`src/rtl/display_formatter.sv`:
```
// Converts signed receiver samples into four display codes {sign, hundreds, tens, units}
// using a sequential double-dabble conversion, with a one-entry pending buffer.
//
// state    | meaning
// ---------+-----------------------------------------------------------
// S_IDLE   | waiting; starts from pending entry first, else from rx_valid
// S_ABS    | take magnitude of latched sample, clear BCD, load iteration counter
// S_CONV   | one add-3/shift step per cycle, DATA_WIDTH steps
// S_FORMAT | register display word; display_update pulses next cycle
module display_formatter #(
  parameter int DATA_WIDTH = 8
) (
  input  logic                  clk,
  input  logic                  reset,
  input  logic [DATA_WIDTH-1:0] rx_data,
  input  logic                  rx_valid,
  input  logic                  rx_error,
  output logic [15:0]           signal_to_display,
  output logic                  display_update,
  output logic                  busy,
  output logic                  dropped
);

  localparam int CNT_W = (DATA_WIDTH > 2) ? $clog2(DATA_WIDTH) : 1;
  localparam int SH_W  = 12 + DATA_WIDTH;

  localparam logic [3:0] CODE_MINUS = 4'hA;
  localparam logic [3:0] CODE_BLANK = 4'hC;
  localparam logic [15:0] WORD_ERROR = 16'hBBBB;
  localparam logic [15:0] WORD_RESET = 16'hCCCC;

  typedef enum logic [1:0] {
    S_IDLE,
    S_ABS,
    S_CONV,
    S_FORMAT
  } state_t;

  state_t state, state_nxt;

  logic [DATA_WIDTH-1:0] data_q;
  logic                  err_q;
  logic [DATA_WIDTH-1:0] mag_q;
  logic [11:0]           bcd_q;
  logic [CNT_W-1:0]      iter_cnt;

  logic [DATA_WIDTH-1:0] pend_data;
  logic                  pend_err;
  logic                  pend_valid;

  logic                  start;
  logic [DATA_WIDTH-1:0] start_data;
  logic                  start_err;
  logic                  pend_load;
  logic                  pend_valid_nxt;
  logic                  drop_nxt;
  logic [11:0]           bcd_adj;
  logic [SH_W-1:0]       shifted;
  logic [3:0]            hund, tens, units;
  logic [15:0]           fmt_word;

  assign busy = (state != S_IDLE);

  always_comb begin
    state_nxt  = state;
    start      = 1'b0;
    start_data = pend_valid ? pend_data : rx_data;
    start_err  = pend_valid ? pend_err  : rx_error;
    case (state)
      S_IDLE: begin
        if (pend_valid || rx_valid) begin
          start     = 1'b1;
          state_nxt = S_ABS;
        end
      end
      S_ABS:    state_nxt = S_CONV;
      S_CONV:   if (iter_cnt == '0) state_nxt = S_FORMAT;
      S_FORMAT: state_nxt = S_IDLE;
      default:  state_nxt = S_IDLE;
    endcase
  end

  // In IDLE the pending entry is consumed as rx_valid refills it, so no drop there.
  always_comb begin
    pend_load      = 1'b0;
    pend_valid_nxt = pend_valid;
    drop_nxt       = 1'b0;
    if (state == S_IDLE) begin
      pend_load      = rx_valid && pend_valid;
      pend_valid_nxt = rx_valid && pend_valid;
    end else begin
      pend_load      = rx_valid;
      pend_valid_nxt = pend_valid || rx_valid;
      drop_nxt       = rx_valid && pend_valid;
    end
  end

  always_comb begin
    bcd_adj = bcd_q;
    for (int i = 0; i < 3; i++) begin
      if (bcd_q[i*4 +: 4] >= 4'd5) bcd_adj[i*4 +: 4] = bcd_q[i*4 +: 4] + 4'd3;
    end
    shifted = {bcd_adj, mag_q} << 1;
  end

  always_comb begin
    hund  = bcd_q[11:8];
    tens  = bcd_q[7:4];
    units = bcd_q[3:0];
    fmt_word[15:12] = data_q[DATA_WIDTH-1] ? CODE_MINUS : CODE_BLANK;
    fmt_word[11:8]  = (hund == 4'd0) ? CODE_BLANK : hund;
    fmt_word[7:4]   = (hund == 4'd0 && tens == 4'd0) ? CODE_BLANK : tens;
    fmt_word[3:0]   = units;
    if (err_q) fmt_word = WORD_ERROR;
  end

  always_ff @(posedge clk) begin
    if (reset) begin
      state             <= S_IDLE;
      data_q            <= '0;
      err_q             <= 1'b0;
      mag_q             <= '0;
      bcd_q             <= '0;
      iter_cnt          <= '0;
      pend_data         <= '0;
      pend_err          <= 1'b0;
      pend_valid        <= 1'b0;
      signal_to_display <= WORD_RESET;
      display_update    <= 1'b0;
      dropped           <= 1'b0;
    end else begin
      state          <= state_nxt;
      display_update <= 1'b0;
      dropped        <= drop_nxt;
      pend_valid     <= pend_valid_nxt;
      if (pend_load) begin
        pend_data <= rx_data;
        pend_err  <= rx_error;
      end
      if (start) begin
        data_q <= start_data;
        err_q  <= start_err;
      end
      case (state)
        S_ABS: begin
          // Most negative input wraps to 2^(W-1), which still fits unsigned.
          mag_q    <= data_q[DATA_WIDTH-1] ? (~data_q + 1'b1) : data_q;
          bcd_q    <= '0;
          iter_cnt <= CNT_W'(DATA_WIDTH - 1);
        end
        S_CONV: begin
          bcd_q    <= shifted[SH_W-1:DATA_WIDTH];
          mag_q    <= shifted[DATA_WIDTH-1:0];
          iter_cnt <= iter_cnt - 1'b1;
        end
        S_FORMAT: begin
          signal_to_display <= fmt_word;
          display_update    <= 1'b1;
        end
        default: ;
      endcase
    end
  end

endmodule

```
`config.mk`:
```
export PLATFORM = sky130hd
export DESIGN_NAME = display_formatter
export DESIGN_NICKNAME = d
export VERILOG_FILES = /design/src/rtl/display_formatter.sv
export SDC_FILE = /design/constraint.sdc
export NUM_CORES = 1
export LEC_CHECK = 0
export ABC_AREA = 1
export CORE_MARGIN = 1.5
export CORE_UTILIZATION = 55
export DETAILED_ROUTE_END_ITERATION = 16
export DONT_BUFFER_PORTS = 1
export PLACE_DENSITY = 0.76
export SYNTH_ARGS = -nofsm -noshare
export SYNTH_HDL_FRONTEND = slang
export SYNTH_SLANG_ARGS = --single-unit
```
`constraint.sdc`:
```
create_clock -name clk -period 1.2 [get_ports clk]
set_input_delay 0.24 -clock clk [delete_from_list [all_inputs] [get_ports clk]]
set_output_delay 0.24 -clock clk [all_outputs]
set_load 0.02 [all_outputs]
```
### Placement by cell class

Drawn at 6 px/um. Fill, decap, tap and diode cells in grey.
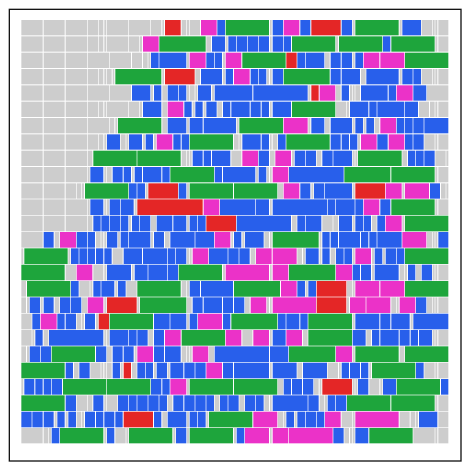
- magenta: other buffers and delay cells (cells 62; share of their area 15%)
- red: clock drivers and dummy loads (cells 16; share of their area 5.0%)
- green: flops (cells 61; share of their area 32%)
- blue: combinational and other logic (cells 308; share of their area 48%)
Final Instance Area: 3920 um^2
fraction of area in registers: 0.315
total core area: 5040 um^2

### Routing congestion map

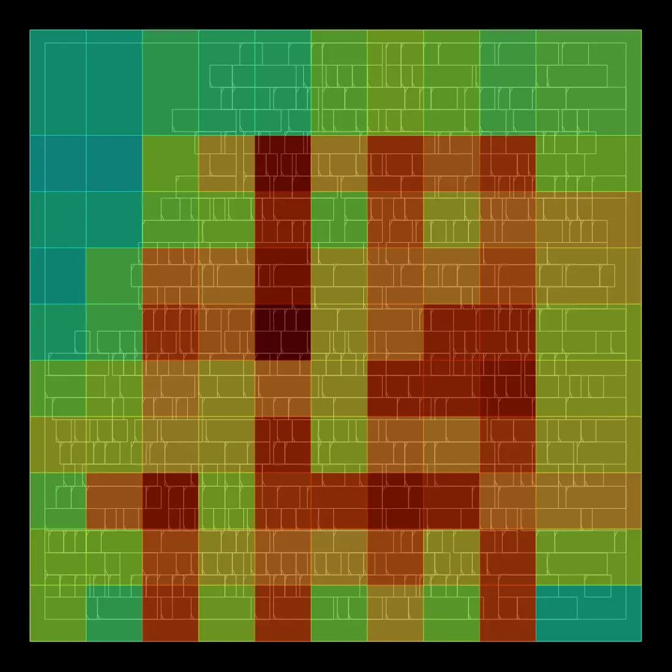
most utilized layer in the global route result: met2
Util after Layout: 0.778
met3 Usage GRT: 0.0509
routed length per instance: 16.3 um
overall fraction of global-route tracks in use: 0.263

### Routed clock nets over the placement

Drawn at 8 px/um.
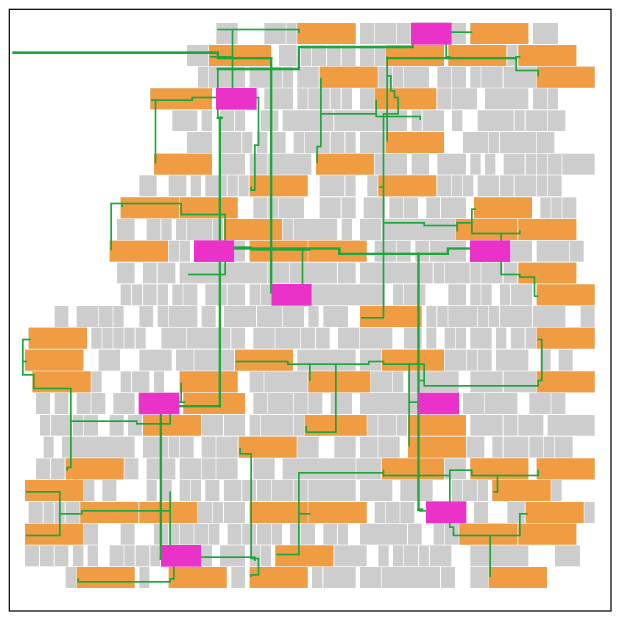
- orange: flip-flops (count 61)
- green: clock wires (length 757 um)
- magenta: clock drivers (count 9)
- routed clock nets: 10
- flops lie: all over the die
clock share of power: 0.203
Latency at later pin: 350 ps
worst clock skew on the final layout: 10.0 ps
power of the clock network: 1.81 mW

==> notes.md <==
For this run, the detailed router's first-pass iteration total came to 4. The run finished, with violations left. The mean instance size in the synthesized netlist works out to 7.41 um^2. In the routed layout, each cell is associated on average with a via count of 5.66. The run gives 2850 um^2 as the chip area from the yosys synthesis statistics.

The switching power as a share of total power is 0.390. At the end of the flow, the number of nets in the layout was 467. The final weighted congestion in routability-driven placement was 0.843. The count of tool warnings works out to 37.

STA classifies the critical path startpoint as a flop. Looking at the setup timing report, the critical path kind is reg -> reg. The run gives 3.47 mW for the switching power summed over all nets. Setup total negative slack on the finished layout was measured at -2540 ps. The required time at the worst endpoint is listed as 1470 ps. The final worst hold slack is -51.9 ps.

The most used flip-flop cell after synthesis is sky130_fd_sc_hd__dfxtp_1. The CTS report gives the tree buffer count as 9. The maximum fanout count along the critical path is 4. Counting every net in the synthesized netlist gives 410. The path class of the tightest hold or removal check is in -> reg.

In the routed design, unresolved DRC markers number 0. The arrival time of data at the worst endpoint is listed as 1670 ps. Number of cells after detailed placement: 481. The kind of cell with the highest combined delay along the critical path is flip-flops.

Delay of the slowest cell on the worst path: 360 ps. In this run the layout overhead on the synthesized area is reported as 37.4%. The register share after synthesis was 0.428. The number of antenna violations at the first check in global routing was 0; the fraction of synthesis flops using an asynchronous set or reset pin was 0. The clock-pin slew reported for the worst setup and hold paths after clock tree synthesis is 70 ps, and the minimum period implied by the final worst setup slack is 1400 ps. The final reports fail on hold timing, setup timing.

During placement, the flow inserted port buffers numbering 0. The run gives 75.0 um for the width of the die. For the number of synthesis warnings, the log shows 0. Summing every instance area after synthesis gives 2850 um^2. The final total power was 8.92 mW; the total placed instance area was 3200 um^2. Derived from the worst setup path, the maximum achievable clock frequency is 0.712 GHz. The met2 global-route usage is 0.474, and the leakage power summed over all cells is 1.64 nW. Pin placement for this block handled 31 I/O pins.

Power in sequential cells: 2.99 mW. sky130_fd_sc_hd__dfxtp_1 takes more of the synthesized area than any other cell. After detailed routing, no signal wire sits above met4. Walking the worst path, the cells encountered are inv_4, ha_4, nand2_4, buf_6, nor2_1, a32oi_1, nor2_1. The run gives 1.17 for the final cycle utilization of the critical path. The first global-routing pass estimated 11000 um of wire.

In the final report, the number of hold violations comes to 23. Setup repair after global routing could not meet its margin everywhere. The detail route stage leaves a number of antenna-violating nets equal to 0. The run gives 2 as the largest buffer count on any clock path. For the setup slack of the critical path after layout, the log shows -204 ps. By instance count after routing, the leading logic cell type is sky130_fd_sc_hd__dfxtp_1.

TritonCTS built the clock tree. With the number of synthesized flops with an enable pin at 0, the cell count in the Yosys report is 385. Per the cell usage report, the commonest logic cells after layout are sky130_fd_sc_hd__dfxtp_1, sky130_fd_sc_hd__a21oi_1, sky130_fd_sc_hd__nand2_1, sky130_fd_sc_hd__buf_4, sky130_fd_sc_hd__inv_1. The reported max-cap violation count is 0, and the buffering stage count on the worst path with inverters included is 2. Starting utilization of the core area: 0.566. In this run the vertical extent of the chip is 75.0 um. In this run, post-CTS repair resized a total of 43 instances. With the internal power at 5.44 mW, the number of setup buffers added after CTS is 12. The global route stage reports its total congestion overflow as 0.

Share of post-route cells with drive strength above 1: 0.371. Per report_power, the Combinational row totals 4.12 mW. For the part of the total power dissipated in sequential elements, the log shows 0.335. The CTS log lists the clock sinks for this run as 61.

The logs give 467 um for the wire length on met3 and 0 for the diode insertion count for antenna repair. The final max-slew violation count recorded for this run is 0. Per the post-synthesis report, the number of cells in the design is 385. The worst-case IR drop observed on VDD is 1.33 mV. The violation tally recorded at the end of detailed-routing iteration 0 is 177.

Register bank with the most flops: signal_to_display. The HPWL after detailed placement is 4370 um. The run gives 3180 um for the met1 wire length.

CTS built an H-tree with a depth of 3. The flip-flop count of the largest register after layout is 15. The tools report the nature of the critical path endpoint as a flop.

Total die size: 5630 um^2. The tools report the count of final setup violators as 36. In the final layout, the registers with the most flip-flops are signal_to_display x15, bcd_q x12.

In this run the core area contains 26 standard-cell rows. The group with the largest share of power is combinational cells. The most numerous cell type found on the critical path is sky130_fd_sc_hd__nor2_1. After synthesis, the cell types taking the most area are sky130_fd_sc_hd__dfxtp_1, sky130_fd_sc_hd__a21oi_1, sky130_fd_sc_hd__nand2_1. The run gives 517 as the post-layout instance count excluding filler cells.
worst paths after layout:
check	start	endpoint	slack [ps]	cells after the start
min reg2reg	pend_data[3]$_SDFFE_PP0P_	pend_data[3]$_SDFFE_PP0P_	450	2
max	state[0]$_SDFFE_PP0P_	bcd_q[11]$_SDFFE_PP0P_	-200	7
min	reset	state[0]$_SDFFE_PP0P_	-50	1
max reg2reg	state[0]$_SDFFE_PP0P_	bcd_q[11]$_SDFFE_PP0P_	-200	7
Yosys cell counts, types with 4 or more instances:
cell type	instances
sky130_fd_sc_hd__a21oi_1	63
sky130_fd_sc_hd__buf_2	5
sky130_fd_sc_hd__dfxtp_1	61
sky130_fd_sc_hd__ha_1	13
sky130_fd_sc_hd__inv_1	48
sky130_fd_sc_hd__inv_2	4
sky130_fd_sc_hd__nand2_1	60
sky130_fd_sc_hd__nand3_1	11
sky130_fd_sc_hd__nor2_1	35
sky130_fd_sc_hd__o21ai_0	42
sky130_fd_sc_hd__o21ai_1	4
final cells by class:
type,instances,area (um^2)
timing repair buffer,62,557
clock buffer,12,145
sequential,61,1230
multi-input combinational,255,1610
timing repair inverter,1,11.3
fill,300,1120
tap,70,87.6
inverter,52,230
clock inverter,4,47.5
worst reg2reg max path, cell delays in order (launching register included):
cell and delay [ps]:
sky130_fd_sc_hd__dfxtp_2 360, sky130_fd_sc_hd__inv_4 60, sky130_fd_sc_hd__ha_4 320, sky130_fd_sc_hd__nand2_4 90
sky130_fd_sc_hd__buf_6 140, sky130_fd_sc_hd__nor2_1 90, sky130_fd_sc_hd__a32oi_1 100, sky130_fd_sc_hd__nor2_1 160
logic make-up after synthesis:
family / synth area share
other cells: 0.00131
simple gates: 0.172
buf+inv: 0.106
fa+ha+maj: 0.0570
compound gates: 0.230
flops: 0.428
xor+xnor: 0.00614
Power and IR drop assume default switching activity.
